**src/rtl/ip2_test3_dut_emu_if.sv**
```systemverilog
// Pin bundle between the loopback mux / register block and the pix28 IP2 DNN-output emulator.
// master drives stimulus and configuration; slave (the emulator) returns the serial outputs and status.
`timescale 1ns/1ps
interface ip2_test3_dut_emu_if #(
    parameter int PATTERN_W = 16,
    parameter int CNT_W     = 8
);
    logic                 enable;
    logic                 dut_reset_not;
    logic                 dut_vin_test_trig_out;
    logic [5:0]           cfg_latency;
    logic [PATTERN_W-1:0] cfg_pattern_0;
    logic [PATTERN_W-1:0] cfg_pattern_1;
    logic                 cfg_hold;
    logic                 dnn_output_0;
    logic                 dnn_output_1;
    logic [2:0]           emu_state;
    logic                 emu_busy;
    logic [CNT_W-1:0]     emu_burst_count;
    logic [CNT_W-1:0]     emu_overrun_count;

    modport master (
        output enable, dut_reset_not, dut_vin_test_trig_out,
        output cfg_latency, cfg_pattern_0, cfg_pattern_1, cfg_hold,
        input  dnn_output_0, dnn_output_1, emu_state, emu_busy,
        input  emu_burst_count, emu_overrun_count
    );

    modport slave (
        input  enable, dut_reset_not, dut_vin_test_trig_out,
        input  cfg_latency, cfg_pattern_0, cfg_pattern_1, cfg_hold,
        output dnn_output_0, dnn_output_1, emu_state, emu_busy,
        output emu_burst_count, emu_overrun_count
    );
endinterface

```
**src/rtl/ip2_test3_dut_emu.sv**
```systemverilog
// Emulates the IP2 DUT DNN output pair: on a synchronized trigger edge, waits max(latency,1) cycles
// then shifts two PATTERN_W-bit bursts MSB first; no backpressure, the outputs are free-running pins.
`timescale 1ns/1ps
module ip2_test3_dut_emu #(
    parameter int PATTERN_W = 16,
    parameter int CNT_W     = 8
) (
    input  logic               clk,
    input  logic               reset,
    ip2_test3_dut_emu_if.slave bus
);
    localparam int IDX_W = $clog2(PATTERN_W + 1);

    typedef enum logic [2:0] {
        S_IDLE  = 3'd0,
        S_ARMED = 3'd1,
        S_WAIT  = 3'd2,
        S_SHIFT = 3'd3,
        S_TAIL  = 3'd4
    } state_t;

    state_t               r_state;
    logic [1:0]           r_rn_sync;
    logic [1:0]           r_trig_sync;
    logic                 r_trig_d;
    logic [PATTERN_W-1:0] r_sh_0;
    logic [PATTERN_W-1:0] r_sh_1;
    logic                 r_hold;
    logic [5:0]           r_wait_cnt;
    logic [IDX_W-1:0]     r_bit_cnt;
    logic                 r_dnn_0;
    logic                 r_dnn_1;
    logic [CNT_W-1:0]     r_burst_cnt;
    logic [CNT_W-1:0]     r_ovr_cnt;

    state_t               w_state_nxt;
    logic [PATTERN_W-1:0] w_sh_0_nxt;
    logic [PATTERN_W-1:0] w_sh_1_nxt;
    logic                 w_hold_nxt;
    logic [5:0]           w_wait_cnt_nxt;
    logic [IDX_W-1:0]     w_bit_cnt_nxt;
    logic                 w_dnn_0_nxt;
    logic                 w_dnn_1_nxt;
    logic [CNT_W-1:0]     w_burst_cnt_nxt;
    logic [CNT_W-1:0]     w_ovr_cnt_nxt;

    logic                 w_rn_s;
    logic                 w_trig_s;
    logic                 w_trig_re;
    logic                 w_busy;

    assign w_rn_s    = r_rn_sync[1];
    assign w_trig_s  = r_trig_sync[1];
    assign w_trig_re = w_trig_s & ~r_trig_d;
    assign w_busy    = (r_state == S_WAIT) || (r_state == S_SHIFT) || (r_state == S_TAIL);

    // Both DUT pins come from another clock domain; two flops each before any use.
    always_ff @(posedge clk or posedge reset) begin
        if (reset) begin
            r_rn_sync   <= 2'b00;
            r_trig_sync <= 2'b00;
            r_trig_d    <= 1'b0;
        end else begin
            r_rn_sync   <= {r_rn_sync[0], bus.dut_reset_not};
            r_trig_sync <= {r_trig_sync[0], bus.dut_vin_test_trig_out};
            r_trig_d    <= r_trig_sync[1];
        end
    end

    always_ff @(posedge clk or posedge reset) begin
        if (reset) begin
            r_state     <= S_IDLE;
            r_sh_0      <= '0;
            r_sh_1      <= '0;
            r_hold      <= 1'b0;
            r_wait_cnt  <= '0;
            r_bit_cnt   <= '0;
            r_dnn_0     <= 1'b0;
            r_dnn_1     <= 1'b0;
            r_burst_cnt <= '0;
            r_ovr_cnt   <= '0;
        end else begin
            r_state     <= w_state_nxt;
            r_sh_0      <= w_sh_0_nxt;
            r_sh_1      <= w_sh_1_nxt;
            r_hold      <= w_hold_nxt;
            r_wait_cnt  <= w_wait_cnt_nxt;
            r_bit_cnt   <= w_bit_cnt_nxt;
            r_dnn_0     <= w_dnn_0_nxt;
            r_dnn_1     <= w_dnn_1_nxt;
            r_burst_cnt <= w_burst_cnt_nxt;
            r_ovr_cnt   <= w_ovr_cnt_nxt;
        end
    end

    always_comb begin
        w_state_nxt     = r_state;
        w_sh_0_nxt      = r_sh_0;
        w_sh_1_nxt      = r_sh_1;
        w_hold_nxt      = r_hold;
        w_wait_cnt_nxt  = r_wait_cnt;
        w_bit_cnt_nxt   = r_bit_cnt;
        w_dnn_0_nxt     = 1'b0;
        w_dnn_1_nxt     = 1'b0;
        w_burst_cnt_nxt = r_burst_cnt;
        w_ovr_cnt_nxt   = r_ovr_cnt;

        if (!bus.enable || !w_rn_s) begin
            w_state_nxt = S_IDLE;
        end else begin
            if (w_trig_re && w_busy && (r_ovr_cnt != {CNT_W{1'b1}})) begin
                w_ovr_cnt_nxt = r_ovr_cnt + CNT_W'(1);
            end

            case (r_state)
                S_IDLE: begin
                    w_state_nxt = S_ARMED;
                end
                S_ARMED: begin
                    if (w_trig_re) begin
                        w_sh_0_nxt     = bus.cfg_pattern_0;
                        w_sh_1_nxt     = bus.cfg_pattern_1;
                        w_hold_nxt     = bus.cfg_hold;
                        w_wait_cnt_nxt = bus.cfg_latency;
                        w_bit_cnt_nxt  = '0;
                        w_state_nxt    = (bus.cfg_latency != 6'd0) ? S_WAIT : S_SHIFT;
                    end
                end
                S_WAIT: begin
                    // The WAIT->SHIFT edge already drives the MSB, so latency 1 and 0 line up.
                    if (r_wait_cnt <= 6'd1) begin
                        w_dnn_0_nxt   = r_sh_0[PATTERN_W-1];
                        w_dnn_1_nxt   = r_sh_1[PATTERN_W-1];
                        w_sh_0_nxt    = r_sh_0 << 1;
                        w_sh_1_nxt    = r_sh_1 << 1;
                        w_bit_cnt_nxt = IDX_W'(1);
                        w_state_nxt   = S_SHIFT;
                    end else begin
                        w_wait_cnt_nxt = r_wait_cnt - 6'd1;
                    end
                end
                S_SHIFT: begin
                    if (r_bit_cnt == IDX_W'(PATTERN_W)) begin
                        w_dnn_0_nxt     = r_hold & r_dnn_0;
                        w_dnn_1_nxt     = r_hold & r_dnn_1;
                        w_burst_cnt_nxt = r_burst_cnt + CNT_W'(1);
                        w_state_nxt     = S_TAIL;
                    end else begin
                        w_dnn_0_nxt   = r_sh_0[PATTERN_W-1];
                        w_dnn_1_nxt   = r_sh_1[PATTERN_W-1];
                        w_sh_0_nxt    = r_sh_0 << 1;
                        w_sh_1_nxt    = r_sh_1 << 1;
                        w_bit_cnt_nxt = r_bit_cnt + IDX_W'(1);
                    end
                end
                S_TAIL: begin
                    // r_dnn_* still carries pattern bit 0 here when hold is set.
                    if (!w_trig_s) begin
                        w_state_nxt = S_ARMED;
                    end else begin
                        w_dnn_0_nxt = r_hold & r_dnn_0;
                        w_dnn_1_nxt = r_hold & r_dnn_1;
                    end
                end
                default: begin
                    w_state_nxt = S_IDLE;
                end
            endcase
        end
    end

    assign bus.dnn_output_0      = r_dnn_0;
    assign bus.dnn_output_1      = r_dnn_1;
    assign bus.emu_state         = r_state;
    assign bus.emu_busy          = w_busy;
    assign bus.emu_burst_count   = r_burst_cnt;
    assign bus.emu_overrun_count = r_ovr_cnt;
endmodule

```
**src/flat_wrapper.sv**
```systemverilog
// flat-port wrapper written by rule: the top's interface ports become plain ports
module ip2_test3_dut_emu_flat 
#(
    parameter int PATTERN_W = 16,
    parameter int CNT_W     = 8
)
  (clk, reset, bus_enable, bus_dut_reset_not, bus_dut_vin_test_trig_out, bus_cfg_latency, bus_cfg_pattern_0, bus_cfg_pattern_1, bus_cfg_hold, bus_dnn_output_0, bus_dnn_output_1, bus_emu_state, bus_emu_busy, bus_emu_burst_count, bus_emu_overrun_count);
  ip2_test3_dut_emu_if #(.PATTERN_W(PATTERN_W), .CNT_W(CNT_W)) bus_i ();
  input  logic clk;
  input  logic reset;
  input wire logic [$bits(bus_i.enable)-1:0] bus_enable;
  input wire logic [$bits(bus_i.dut_reset_not)-1:0] bus_dut_reset_not;
  input wire logic [$bits(bus_i.dut_vin_test_trig_out)-1:0] bus_dut_vin_test_trig_out;
  input wire logic [$bits(bus_i.cfg_latency)-1:0] bus_cfg_latency;
  input wire logic [$bits(bus_i.cfg_pattern_0)-1:0] bus_cfg_pattern_0;
  input wire logic [$bits(bus_i.cfg_pattern_1)-1:0] bus_cfg_pattern_1;
  input wire logic [$bits(bus_i.cfg_hold)-1:0] bus_cfg_hold;
  output wire logic [$bits(bus_i.dnn_output_0)-1:0] bus_dnn_output_0;
  output wire logic [$bits(bus_i.dnn_output_1)-1:0] bus_dnn_output_1;
  output wire logic [$bits(bus_i.emu_state)-1:0] bus_emu_state;
  output wire logic [$bits(bus_i.emu_busy)-1:0] bus_emu_busy;
  output wire logic [$bits(bus_i.emu_burst_count)-1:0] bus_emu_burst_count;
  output wire logic [$bits(bus_i.emu_overrun_count)-1:0] bus_emu_overrun_count;
  assign bus_i.enable = bus_enable;
  assign bus_i.dut_reset_not = bus_dut_reset_not;
  assign bus_i.dut_vin_test_trig_out = bus_dut_vin_test_trig_out;
  assign bus_i.cfg_latency = bus_cfg_latency;
  assign bus_i.cfg_pattern_0 = bus_cfg_pattern_0;
  assign bus_i.cfg_pattern_1 = bus_cfg_pattern_1;
  assign bus_i.cfg_hold = bus_cfg_hold;
  assign bus_dnn_output_0 = bus_i.dnn_output_0;
  assign bus_dnn_output_1 = bus_i.dnn_output_1;
  assign bus_emu_state = bus_i.emu_state;
  assign bus_emu_busy = bus_i.emu_busy;
  assign bus_emu_burst_count = bus_i.emu_burst_count;
  assign bus_emu_overrun_count = bus_i.emu_overrun_count;
  ip2_test3_dut_emu #(.PATTERN_W(PATTERN_W), .CNT_W(CNT_W)) u_core (.clk(clk), .reset(reset), .bus(bus_i));
endmodule
```
**config.mk**
```make
export PLATFORM = sky130hd
export DESIGN_NAME = ip2_test3_dut_emu_flat
export DESIGN_NICKNAME = d
export VERILOG_FILES = /design/src/rtl/ip2_test3_dut_emu_if.sv /design/src/rtl/ip2_test3_dut_emu.sv /design/src/flat_wrapper.sv
export SDC_FILE = /design/constraint.sdc
export NUM_CORES = 1
export LEC_CHECK = 0
export CAP_MARGIN = 20
export CORE_ASPECT_RATIO = 0.9
export CORE_UTILIZATION = 51
export CTS_CLUSTER_SIZE = 10
export DETAILED_ROUTE_END_ITERATION = 10
export GPL_TIMING_DRIVEN = 0
export PLACE_DENSITY = 0.78
export SYNTH_ARGS = -nofsm -noshare
export SYNTH_HDL_FRONTEND = slang
export SYNTH_SLANG_ARGS = --single-unit
```
**constraint.sdc**
```tcl
create_clock -name clk -period 7.75 [get_ports clk]
set_input_delay 2.325 -clock clk [delete_from_list [all_inputs] [get_ports clk]]
set_output_delay 2.325 -clock clk [all_outputs]
set_load 0.02 [all_outputs]
```
==> images/m1.png <==
Drawn at 4 px/um. Supply wires on this layer in gray.
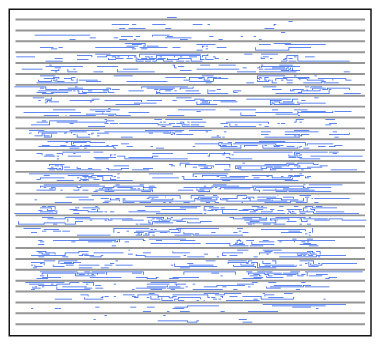
main direction: horizontal
longest straight run: 27.1 um
share of all routed wire: 46%
nets with wire on the layer: 418
wire length on this layer: 3,580 um

==> images/m2.png <==
Drawn at 3 px/um. Cells faint in the background.
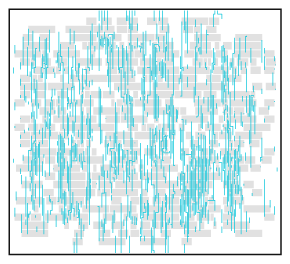
wire length on this layer: 3,700 um
main direction: vertical
longest straight run: 28.7 um
nets with wire on the layer: 405
share of all routed wire: 47%
met2 GRT Util: 0.3672
via total after detailed routing: 2,927

==> notes.md <==
Summary of the current implementation state.

- The worst hold endpoint is u_core.r_trig_sync[1], for reference.
- The part of the Yosys area used for sequential elements is 0.4919, for reference.
- The registers reported with the highest flop counts are u_core.r_sh_0 (16), u_core.r_sh_1 (16).
- The number of global-route vias before repair is 2,833, for reference.
- The clock passes through at most 2 buffers.
- For reference, the critical path is captured by bus_emu_busy.
- The overall overflow remaining after global route is 0, for reference.
- The final design utilization is 0.6893, for reference.
- Hold analysis shows the worst path with a depth of 0.
- The routed layout reports a DRC error count of 0.
- The tree is rooted in a sky130_fd_sc_hd__clkbuf_8.
- The total count of hold-check failures in the final report is 0, for reference.
- The flow ran to the end, and the final reports show no timing, DRC or antenna violations.
- The count of input and output buffers is 65, for reference.
- The met3 routed wirelength is 439 um, for reference.
- The kind of cell adding the most delay to the critical path is buffers and inverters, for reference.
- The portion of total power attributed to combinational logic is 0.130, for reference.
- Routed signal wires occupy layers up through met4.
- In this run the core area contains 28 standard-cell rows.
- Of all nets on the critical path, the largest fanout is 10.
- The number of antenna violations at the first check in global routing is 0.
- The cell type that accounts for the most area after synthesis is sky130_fd_sc_hd__dfrtp_1.
- The delay of the slowest cell on the worst path is 0.60 ns, for reference.
- The number of hold buffers added after CTS was 0.
- The endpoint class of the critical path is a primary output, for reference.
- Once routing completed, OpenROAD measured the worst setup slack at 3.419 ns.
- According to the floorplan report, the placeable core area is 6656 um^2.
- The number of nets at floorplan is 391, for reference.
- The critical path goes through buf_4 > nor3b_2 > or2_2 > clkdlybuf4s50_1.
- Setup repair after global routing left no endpoint under its margin.
- The first-pass GRT wire length is 13,010 um, for reference.
- The total routing resource utilization after global routing is 0.2248, for reference.
- The routed design uses 3695 um of met2 wire.
- After synthesis the netlist holds a flip-flop and latch count of 70.
- The final weighted congestion recorded by global placement is 0.9046.
- In this run, the synthesized area fraction spent on xor and xnor cells is recorded as 0.02952.
- The power report attributes to the clock group a share of 0.403.
- In this run the tightest slew margin relative to its limit is 0.4451.
- The die width is 90.08 um, for reference.
- The share of power burned in registers is 0.467, for reference.
- The critical path depth in cells is 4, for reference.
- Measured against the total synthesized area, the mux share comes to 0.09698.
- The share of synthesized area in the top cell type comes to 0.4919.
- The starting density of the core is 0.5350, for reference.
- The clock-pin slew of the registers on the worst-case setup and hold paths is 0.08 ns, for reference.
- The number of synthesis warnings is 0, for reference.
- The worst-path cell with the longest stage delay is sky130_fd_sc_hd__clkdlybuf4s50_1, for reference.
- The script computed a power per unit cell area of 209.4 nW/um^2.
- In the post-synthesis netlist, the biggest area contributors are sky130_fd_sc_hd__dfrtp_1 (49%), sky130_fd_sc_hd__o21ai_0 (9.8%), sky130_fd_sc_hd__mux2i_1 (8.4%).
- Of the total power, the share spent switching nets is 0.2473.
- The number of buffers inserted to repair setup after CTS is 0, for reference.
- The capturing point of the worst reg2reg path is u_core.bus.emu_burst_count[7], for reference.
- Post-CTS repair changed the size of 0 cells.
- The critical path class is flip-flop to primary output, for reference.
- The maximum vdd ir drop is 0.0001327 V, for reference.
- Leaving out fill and tap cells, the most frequent cells in the layout are sky130_fd_sc_hd__o21ai_0 (70), sky130_fd_sc_hd__dfrtp_1 (70), sky130_fd_sc_hd__clkdlybuf4s50_1 (65), sky130_fd_sc_hd__mux2i_1 (30), sky130_fd_sc_hd__nand2_1 (14).
- The placed wire-length estimate after detailed placement is 5420 um, for reference.
- The number of antenna repair diodes is 0, for reference.
- The internal reg-to-reg setup slack is 5.65 ns, for reference.
- The distinct cell type count after synthesis is 52, for reference.
- Measured along the y axis, the die boundary spans 81.27 um.
- The layout cell share with drive strength beyond 1 is 0.09953, for reference.
- For this sky-water flow run, the detailed-routed wirelength per cell is reported as 15.34 um.
- The combined buffer and inverter count along the critical path is 2, for reference.
- The critical hold path startpoint is u_core.r_trig_sync[0], for reference.
- The CTS tree is yes, for reference.
- The synthesized design contains 0 enable-type register cells.
- The cell-mix breakdown from Yosys lists the simple-gate area share as 0.1311.
- Data arrives at the worst endpoint at 2.01 ns.
- The post-layout minimum cycle time is 4.331 ns, for reference.
- For reference, the critical path is launched at u_core.bus.emu_state[1].
- The length of routed wiring on met1 is 3575 um, for reference.
- STA classifies the critical path startpoint as a flip-flop.
- Per the synth stats, the flop cell with the highest instance count is sky130_fd_sc_hd__dfrtp_1.
- The largest net degree at the start of global routing is 71, for reference.
- The synthesis run shows the most used standard cells to be sky130_fd_sc_hd__dfrtp_1 (70), sky130_fd_sc_hd__o21ai_0 (70), sky130_fd_sc_hd__mux2i_1 (30).
- The end-of-flow timing check tallies setup violations at 0.
- The net switching power is 237.6 uW, for reference.
- The post-route fraction of the period consumed by the critical path is 0.5589, for reference.
- The depth of the worst register-to-register path is 6, for reference.
- The placement-stage worst setup slack is 3.452 ns, for reference.
- The initial DRC count is 168, for reference.
- Setup total negative slack on the finished layout was measured at 0 ns.
- Synthesis produced a netlist whose cell count is 341.
- The number of detailed-routing iterations run before antenna repair is 5, for reference.
- The leakage power total is 0.002128 uW, for reference.
- The number of nets with antenna violations after routing is 0, for reference.
- The max-slew violation total from the final report is 0, for reference.
- The area growth from synthesis to layout is 28.85%, for reference.
- After detailed routing, the number of vias per cell comes to 5.717.
- The die area is 7321 um^2, for reference.
- The total clock buffers created by CTS is 9, for reference.
- After the last flow step, the layout net total stands at 467.
- The synthesized area divided by synthesized cell count is 10.44 um^2, for reference.
- The routing usage on met1 is 0.2891, for reference.
- Data on the critical path is required at its endpoint by 5.43 ns.
- The number of max-cap violations is 0, for reference.
- Internal power comes to 723.2 uW.
- The number of cells in the yosys synthesis report is 341, for reference.
- met2 is the most crowded layer.
- For this run, the chip area from Yosys synthesis comes to 3561 um^2.
- The minimum hold slack is 0.3532 ns, for reference.
- The clock sink count is 70, for reference.
==> images/m3.png <==
Drawn at 4 px/um.
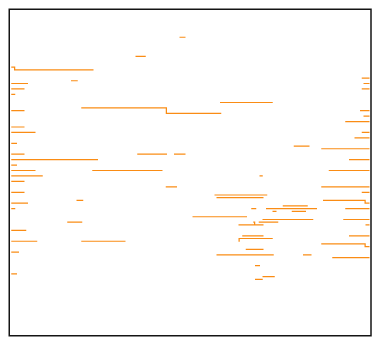
longest straight run: 21.4 um
nets with wire on the layer: 62
main direction: horizontal
share of all routed wire: 5.6%
wire length on this layer: 439 um
M3 GR Usage: 0.06929
post-detailed-routing wire length: 7853 um

## final cells by class
cell class / instances / area (um^2)
tap: 90 / 112.6
fill: 523 / 2068
inverter: 7 / 28.78
timing repair buffer: 65 / 650.6
sequential: 70 / 1752
buffer: 19 / 117.6
multi-input combinational: 245 / 1665
clock buffer: 10 / 127.6
clock inverter: 6 / 133.9
## metrics by stage
step	cells	cell area (um^2)
2_1_floorplan	341	3561
3_3_place_gp	496	4324
3_5_place_dp	496	4327
4_1_cts	512	4588
5_1_grt	512	4588
6_report	512	4588
## power by group through the flow
| stage | Combinational, uW | Sequential, uW | Clock, uW |
|---|---|---|---|
| global placement | 119 | 451 | 0 |
| global route | 142 | 455 | 407 |
| CTS | 126 | 448 | 394 |
| floorplan | 80.9 | 444 | 0 |
| detailed placement | 124 | 455 | 0 |
| finish | 125 | 448 | 387 |
Power is estimated from default activity; no workload was simulated.
